==> images/congestion_map.png <==
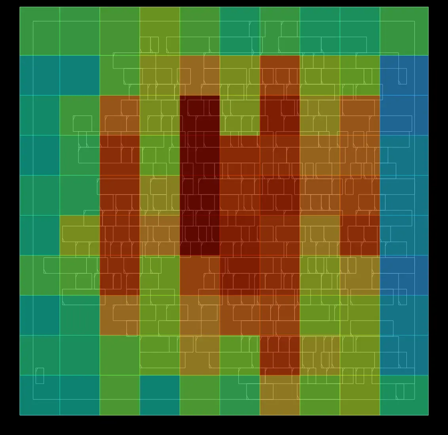
==> images/floorplan.png <==
Bar = 20 um. Pins as bars on the die edge. Tap cells in gray.
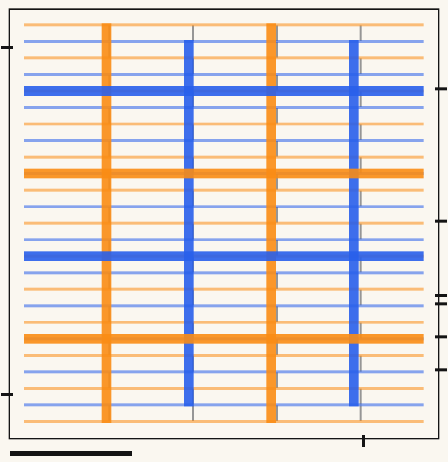
### src/rtl/button_event_decoder_if.sv
// Button decoder signal bundle: the debounced button level in, registered event pulses and held level out.
// The master side drives the button; the slave side is the decoder.
interface button_event_decoder_if;
  logic button_i;
  logic press_o;
  logic release_o;
  logic short_click_o;
  logic long_press_o;
  logic repeat_o;
  logic held_o;

  modport master (
    output button_i,
    input  press_o,
    input  release_o,
    input  short_click_o,
    input  long_press_o,
    input  repeat_o,
    input  held_o
  );

  modport slave (
    input  button_i,
    output press_o,
    output release_o,
    output short_click_o,
    output long_press_o,
    output repeat_o,
    output held_o
  );
endinterface

### src/rtl/button_event_decoder.sv
// Button event decoder: turns a debounced level into press/release/short/long pulses and a held level.
// Define BUTTON_AUTO_REPEAT_EN to add periodic repeat pulses while a long press is held.
module button_event_decoder #(
  parameter int unsigned LONG_CYCLES   = 32'd25000000,
  parameter int unsigned REPEAT_CYCLES = 32'd5000000
) (
  input  logic                         clock,
  input  logic                         reset,
  button_event_decoder_if.slave        bus
);

  typedef enum logic [1:0] {
    IDLE    = 2'd0,
    PRESSED = 2'd1,
    LONG    = 2'd2
  } state_e;

  localparam logic [25:0] LONG_LAST = 26'(LONG_CYCLES - 32'd1);

  // Out-of-range hold/repeat lengths would silently wrap the 26-bit counters.
  if (LONG_CYCLES < 32'd2 || LONG_CYCLES > 32'd67108863) begin : g_long_range_err
    $error("button_event_decoder: LONG_CYCLES must be in 2..2^26-1");
  end
  if (REPEAT_CYCLES < 32'd2 || REPEAT_CYCLES > 32'd67108863) begin : g_repeat_range_err
    $error("button_event_decoder: REPEAT_CYCLES must be in 2..2^26-1");
  end

  state_e      state_q;
  logic        btn_q;
  logic [25:0] hold_cnt_q;
  logic [25:0] hold_cnt_d;
  logic        press_q;
  logic        release_q;
  logic        short_click_q;
  logic        long_press_q;
  logic        held_q;
  logic        rise_edge;
  logic        fall_edge;

  assign rise_edge  = bus.button_i & ~btn_q;
  assign fall_edge  = ~bus.button_i & btn_q;
  assign hold_cnt_d = hold_cnt_q + 26'd1;

`ifdef BUTTON_AUTO_REPEAT_EN
  localparam logic [25:0] REPEAT_LAST = 26'(REPEAT_CYCLES - 32'd1);

  logic [25:0] rep_cnt_q;
  logic [25:0] rep_cnt_d;
  logic        repeat_q;

  assign rep_cnt_d = rep_cnt_q + 26'd1;
`endif

  // Press-tracking FSM; every output is a register so pulses line up with the sampling edge.
  always_ff @(posedge clock) begin
    if (reset) begin
      // btn_q = 1 hides a button already held through reset until it is re-pressed.
      state_q       <= IDLE;
      btn_q         <= 1'b1;
      hold_cnt_q    <= 26'd0;
      press_q       <= 1'b0;
      release_q     <= 1'b0;
      short_click_q <= 1'b0;
      long_press_q  <= 1'b0;
      held_q        <= 1'b0;
`ifdef BUTTON_AUTO_REPEAT_EN
      rep_cnt_q     <= 26'd0;
      repeat_q      <= 1'b0;
`endif
    end else begin
      btn_q         <= bus.button_i;
      press_q       <= 1'b0;
      release_q     <= 1'b0;
      short_click_q <= 1'b0;
      long_press_q  <= 1'b0;
`ifdef BUTTON_AUTO_REPEAT_EN
      repeat_q      <= 1'b0;
`endif
      case (state_q)
        IDLE: begin
          if (rise_edge) begin
            state_q    <= PRESSED;
            press_q    <= 1'b1;
            held_q     <= 1'b1;
            hold_cnt_q <= 26'd0;
          end
        end
        PRESSED: begin
          // A release on the threshold edge still counts as a short click.
          if (fall_edge) begin
            state_q       <= IDLE;
            release_q     <= 1'b1;
            short_click_q <= 1'b1;
            held_q        <= 1'b0;
          end else if (hold_cnt_q == LONG_LAST) begin
            state_q      <= LONG;
            long_press_q <= 1'b1;
`ifdef BUTTON_AUTO_REPEAT_EN
            rep_cnt_q    <= 26'd0;
`endif
          end else begin
            hold_cnt_q <= hold_cnt_d;
          end
        end
        LONG: begin
          if (fall_edge) begin
            state_q   <= IDLE;
            release_q <= 1'b1;
            held_q    <= 1'b0;
          end
`ifdef BUTTON_AUTO_REPEAT_EN
          else if (rep_cnt_q == REPEAT_LAST) begin
            repeat_q  <= 1'b1;
            rep_cnt_q <= 26'd0;
          end else begin
            rep_cnt_q <= rep_cnt_d;
          end
`endif
        end
        default: begin
          state_q <= IDLE;
          held_q  <= 1'b0;
        end
      endcase
    end
  end

  assign bus.press_o       = press_q;
  assign bus.release_o     = release_q;
  assign bus.short_click_o = short_click_q;
  assign bus.long_press_o  = long_press_q;
  assign bus.held_o        = held_q;
`ifdef BUTTON_AUTO_REPEAT_EN
  assign bus.repeat_o      = repeat_q;
`else
  assign bus.repeat_o      = 1'b0;
`endif

endmodule

### src/flat_wrapper.sv
// flat-port wrapper written by rule: the top's interface ports become plain ports
module button_event_decoder_flat 
#(
  parameter int unsigned LONG_CYCLES   = 32'd25000000,
  parameter int unsigned REPEAT_CYCLES = 32'd5000000
)
  (clock, reset, bus_button_i, bus_press_o, bus_release_o, bus_short_click_o, bus_long_press_o, bus_repeat_o, bus_held_o);
  button_event_decoder_if bus_i ();
  input  logic clock;
  input  logic reset;
  input wire logic [$bits(bus_i.button_i)-1:0] bus_button_i;
  output wire logic [$bits(bus_i.press_o)-1:0] bus_press_o;
  output wire logic [$bits(bus_i.release_o)-1:0] bus_release_o;
  output wire logic [$bits(bus_i.short_click_o)-1:0] bus_short_click_o;
  output wire logic [$bits(bus_i.long_press_o)-1:0] bus_long_press_o;
  output wire logic [$bits(bus_i.repeat_o)-1:0] bus_repeat_o;
  output wire logic [$bits(bus_i.held_o)-1:0] bus_held_o;
  assign bus_i.button_i = bus_button_i;
  assign bus_press_o = bus_i.press_o;
  assign bus_release_o = bus_i.release_o;
  assign bus_short_click_o = bus_i.short_click_o;
  assign bus_long_press_o = bus_i.long_press_o;
  assign bus_repeat_o = bus_i.repeat_o;
  assign bus_held_o = bus_i.held_o;
  button_event_decoder #(.LONG_CYCLES(LONG_CYCLES), .REPEAT_CYCLES(REPEAT_CYCLES)) u_core (.clock(clock), .reset(reset), .bus(bus_i));
endmodule
### config.mk
export PLATFORM = sky130hd
export DESIGN_NAME = button_event_decoder_flat
export DESIGN_NICKNAME = d
export VERILOG_FILES = /design/src/rtl/button_event_decoder_if.sv /design/src/rtl/button_event_decoder.sv /design/src/flat_wrapper.sv
export SDC_FILE = /design/constraint.sdc
export NUM_CORES = 1
export LEC_CHECK = 0
export CAP_MARGIN = 20
export CORE_MARGIN = 2
export CORE_UTILIZATION = 45
export DETAILED_ROUTE_END_ITERATION = 6
export PLACE_DENSITY = 0.71
export RECOVER_POWER = 50
export SETUP_SLACK_MARGIN = 0.3
export SLEW_MARGIN = 20
export SYNTH_ARGS = -nofsm -noshare
export SYNTH_HDL_FRONTEND = slang
export SYNTH_SLANG_ARGS = --single-unit
### constraint.sdc
create_clock -name clock -period 2.5 [get_ports clock]
set_input_delay 0.5 -clock clock [delete_from_list [all_inputs] [get_ports clock]]
set_output_delay 0.5 -clock clock [all_outputs]
set_load 0.1 [all_outputs]
==> changes_impl.md <==
## Implementation

- Outcome: finished, final reports clean
- DIE HEIGHT: approximately 70 um
- Crit end category: flop
- Placed instance area: around 0.0022 mm^2
- Wire length on met2: 2710 um
- Syn Area/Cell: a little over 8 um^2
- Fmax: between 0.4 and 0.5 GHz
- Post-layout util: 55.8%
- Hold_buf cts: 0
- Pwr Density: approximately 550 mW/mm^2
- RSZ-0062 raised after global routing: true
- Final net count: about 280
- Ys cells: around 240
- Xor+xnor area frac: 0%
- Synth Warn #: 0
- DRC: 0
- Critical path class: reg -> reg
- DRT Pass-1 Iters: 5
- Yosys synthesis chip area: roughly 0.002 mm^2
- Adder Area Share: ~2.5%
- Crit-path max cell delay: between 0.5 and 0.6 ns
- Routed len/inst: 17.7 um
- CTS sink cnt: 34
- Max-cap violations: 0
- Final HPWL DP: roughly 3900 um
- Post-CTS Setup Bufs: 2
- Final Hold Viols: 0
- Number of enable flip-flop cells: 0
- Number of port buffers: 7
- Async SR Flop Fraction: 0%
- AND/OR/NAND/NOR Cells, Area Fraction: a little over a third
- Clock Skew: between 0.015 and 0.02 ns
- CTS Buffer Depth: 2
- Finished Layout Cells: roughly 320
- Grt ovf: 0
- Top cell excl fill/tap: dfxtp_1
- Area Overhead vs Synth: 20.7%
- First-pass GRT wire length: 9320 um
- H-tree depth: 2
- Worst-path clk slew: roughly 0.080 ns
- Met3 WL post-DR: 444 um
- Syn Nets: between 200 and 300
- Slowest CP cell: or4_1
- Initial antenna violation count: 0
- Seq share, synth: between 30% and 40%
- Via count: roughly 2100
- Rel. slew slack: between 20% and 30%
- CP delay by family, top: simple AND/OR/NAND/NOR gates
- Largest net degree at the start of global routing: 23
- CP max FO: 5
- Final Power: 0.00132 W
- Largest regs: u_core.hold_cnt_q (26), u_core.state_q (2)
- Synthesized cell area: slightly below 0.002 mm^2
- Comb pwr share: between 10% and 20%
- Die W: 70.5 um
- Mapped Cells: 244
- Top reg by flops: u_core.hold_cnt_q
- Tool Warnings: 29
- Vias in the first global route: 1927
- CTS tree: done
- Sequential share of power: a little over two fifths
- Leak Pwr: 0.819 nW
- Initial drt markers: between 200 and 300
- Clock network fraction of total power: about 47%
- Ys flop type: dfxtp_1
- Crit-path cells: or4b_1 -> or4_1 -> o21a_4 -> buf_4 -> a31o_2 -> o21a_1
- Final min period: ~2.3 ns
- M1 wire length: ~2500 um
- Worst-Margin Slew: between 1 and 1.5 ns
- CTS root buf: clkbuf_8
- Final ANT Viol Nets: 0
- CTS buffer count: 5
- Grt met2 use: 38.4%
- Post-Route Setup TNS: 0 ns
- Switching part of the total power: about a quarter
- Most frequent cells in the layout: 31 x dfxtp_1, 23 x buf_4, 21 x nand2_1, 21 x nand3_1, 13 x a21oi_1
- CP arrival: ~2.5 ns
- Post_cts resized: 3
- Max reg flops: 26
- Top comb family, area: simple AND/OR/NAND/NOR gates
- Pre-placement core utilization: a little under half
- Share of layout cells above drive strength 1: about a fifth
- N_diodes: 0
- WP buf/inv: 1
- Pins Over Slew Limit: 0
- Die ar.: 0.00496 mm^2
- Final Cell Area: between 0.002 and 0.0025 mm^2
- Ports: 9
- DR top layer: met4
- Placed cells: 312
- Row Count: 24
- Worst hold slack after final layout: around 0.48 ns
- Int Pwr: between 0.0009 and 0.001 W
- Number of synthesized register bits: 34
- Mux contribution to synthesized area: a little over 2%
- Sw Pwr: roughly 0.00033 W
- CP startpoint kind: flop
- Worst Hold Class: reg -> reg
- Via-to-Cell Ratio: about 6.4
- Met3 usage: ~4.5%
- Worst path required time: between 2 and 3 ns
- Setup-violating endpoint count in the final report: 0
- Compound Share, Synth: 20.7%
- WL final: ~5700 um
- Clock Latency Late Sink: 0.30 ns
- GP Congestion: roughly 0.89
- Synth unique cells: a little under 60
- GRT met1 Usage: 31.1%
- Setup WS pre-CTS: between 0.015 and 0.02 ns
- Final period utilization: around 90%
- Setup WS post-layout: ~0.22 ns
## Picture notes: congestion_map.png
gr usage total: 23.7%
Top Usage Layer GRT: met2

## Picture notes: floorplan.png
| net | color |
|---|---|
| VSS | orange |
| VDD | blue |
rows: 24
met5 straps: 4
met4 straps: 4
met1 rails: 25
VDD IR max: 0.238 mV
core footprint: 0.00429 mm^2

==> synthesized netlist by cell type (2+ instances only) <==
cell       n  area [um^2]
o31a_1     2         17.5
or2_2      4         25.0
o211ai_1   5         37.5
o21ai_0    8         40.0
dfxtp_1   34          681
a41oi_1    3         26.3
ha_1       4         50.1
o21a_1     2         15.0
and4_1     4         35.0
or4_1      4         30.0
or4b_1     2         20.0
nand2b_1   4         25.0
or3_1      6         37.5
nand4_1    9         56.3
nand3_1   21          105
buf_2      2         10.0
inv_1      7         26.3
and3_1     4         25.0
nor3_1     9         45.0
buf_6      2         22.5
nor4_1     7         43.8
a21oi_1   14         70.1
nor2_1    12         45.0
nand2_1   21         78.8
buf_1      2         7.51
a31oi_1    8         50.1
o221ai_1   2         17.5
clkbuf_1   7         26.3
nor3b_1    2         15.0
mux2i_1    4         40.0
a211oi_1   2         15.0
==> path summary, 6_finish.rpt <==
path | startpoint | endpoint | slack, ns | cells past startpoint
worst max-delay path | u_core.hold_cnt_q[25] | u_core.hold_cnt_q[15] | 0.22 | 6
worst min register to register | u_core.state_q[1] | u_core.state_q[1] | 0.48 | 2
worst min-delay path | u_core.state_q[1] | u_core.state_q[1] | 0.48 | 2
worst max register to register | u_core.hold_cnt_q[25] | u_core.hold_cnt_q[15] | 0.22 | 6
==> power groups by stage <==
stage	logic, W	registers [W]	clock network [W]
CTS	0.000138	0.000550	0.000624
finish	0.000145	0.000550	0.000623
global placement	0.000135	0.000563	0
detailed placement	0.000136	0.000563	0
global route	0.000154	0.000551	0.000650
floorplan	0.0000776	0.000578	0
==> final cells by class <==
type	count	area, um^2
Tap cell	52	65.1
Sequential cell	34	684
Clock inverter	3	68.8
Timing Repair Buffer	32	238
Clock buffer	5	68.8
Inverter	7	26.3
Multi-Input combinational cell	190	1250
Fill cell	411	1900
Power and IR drop assume default switching activity.
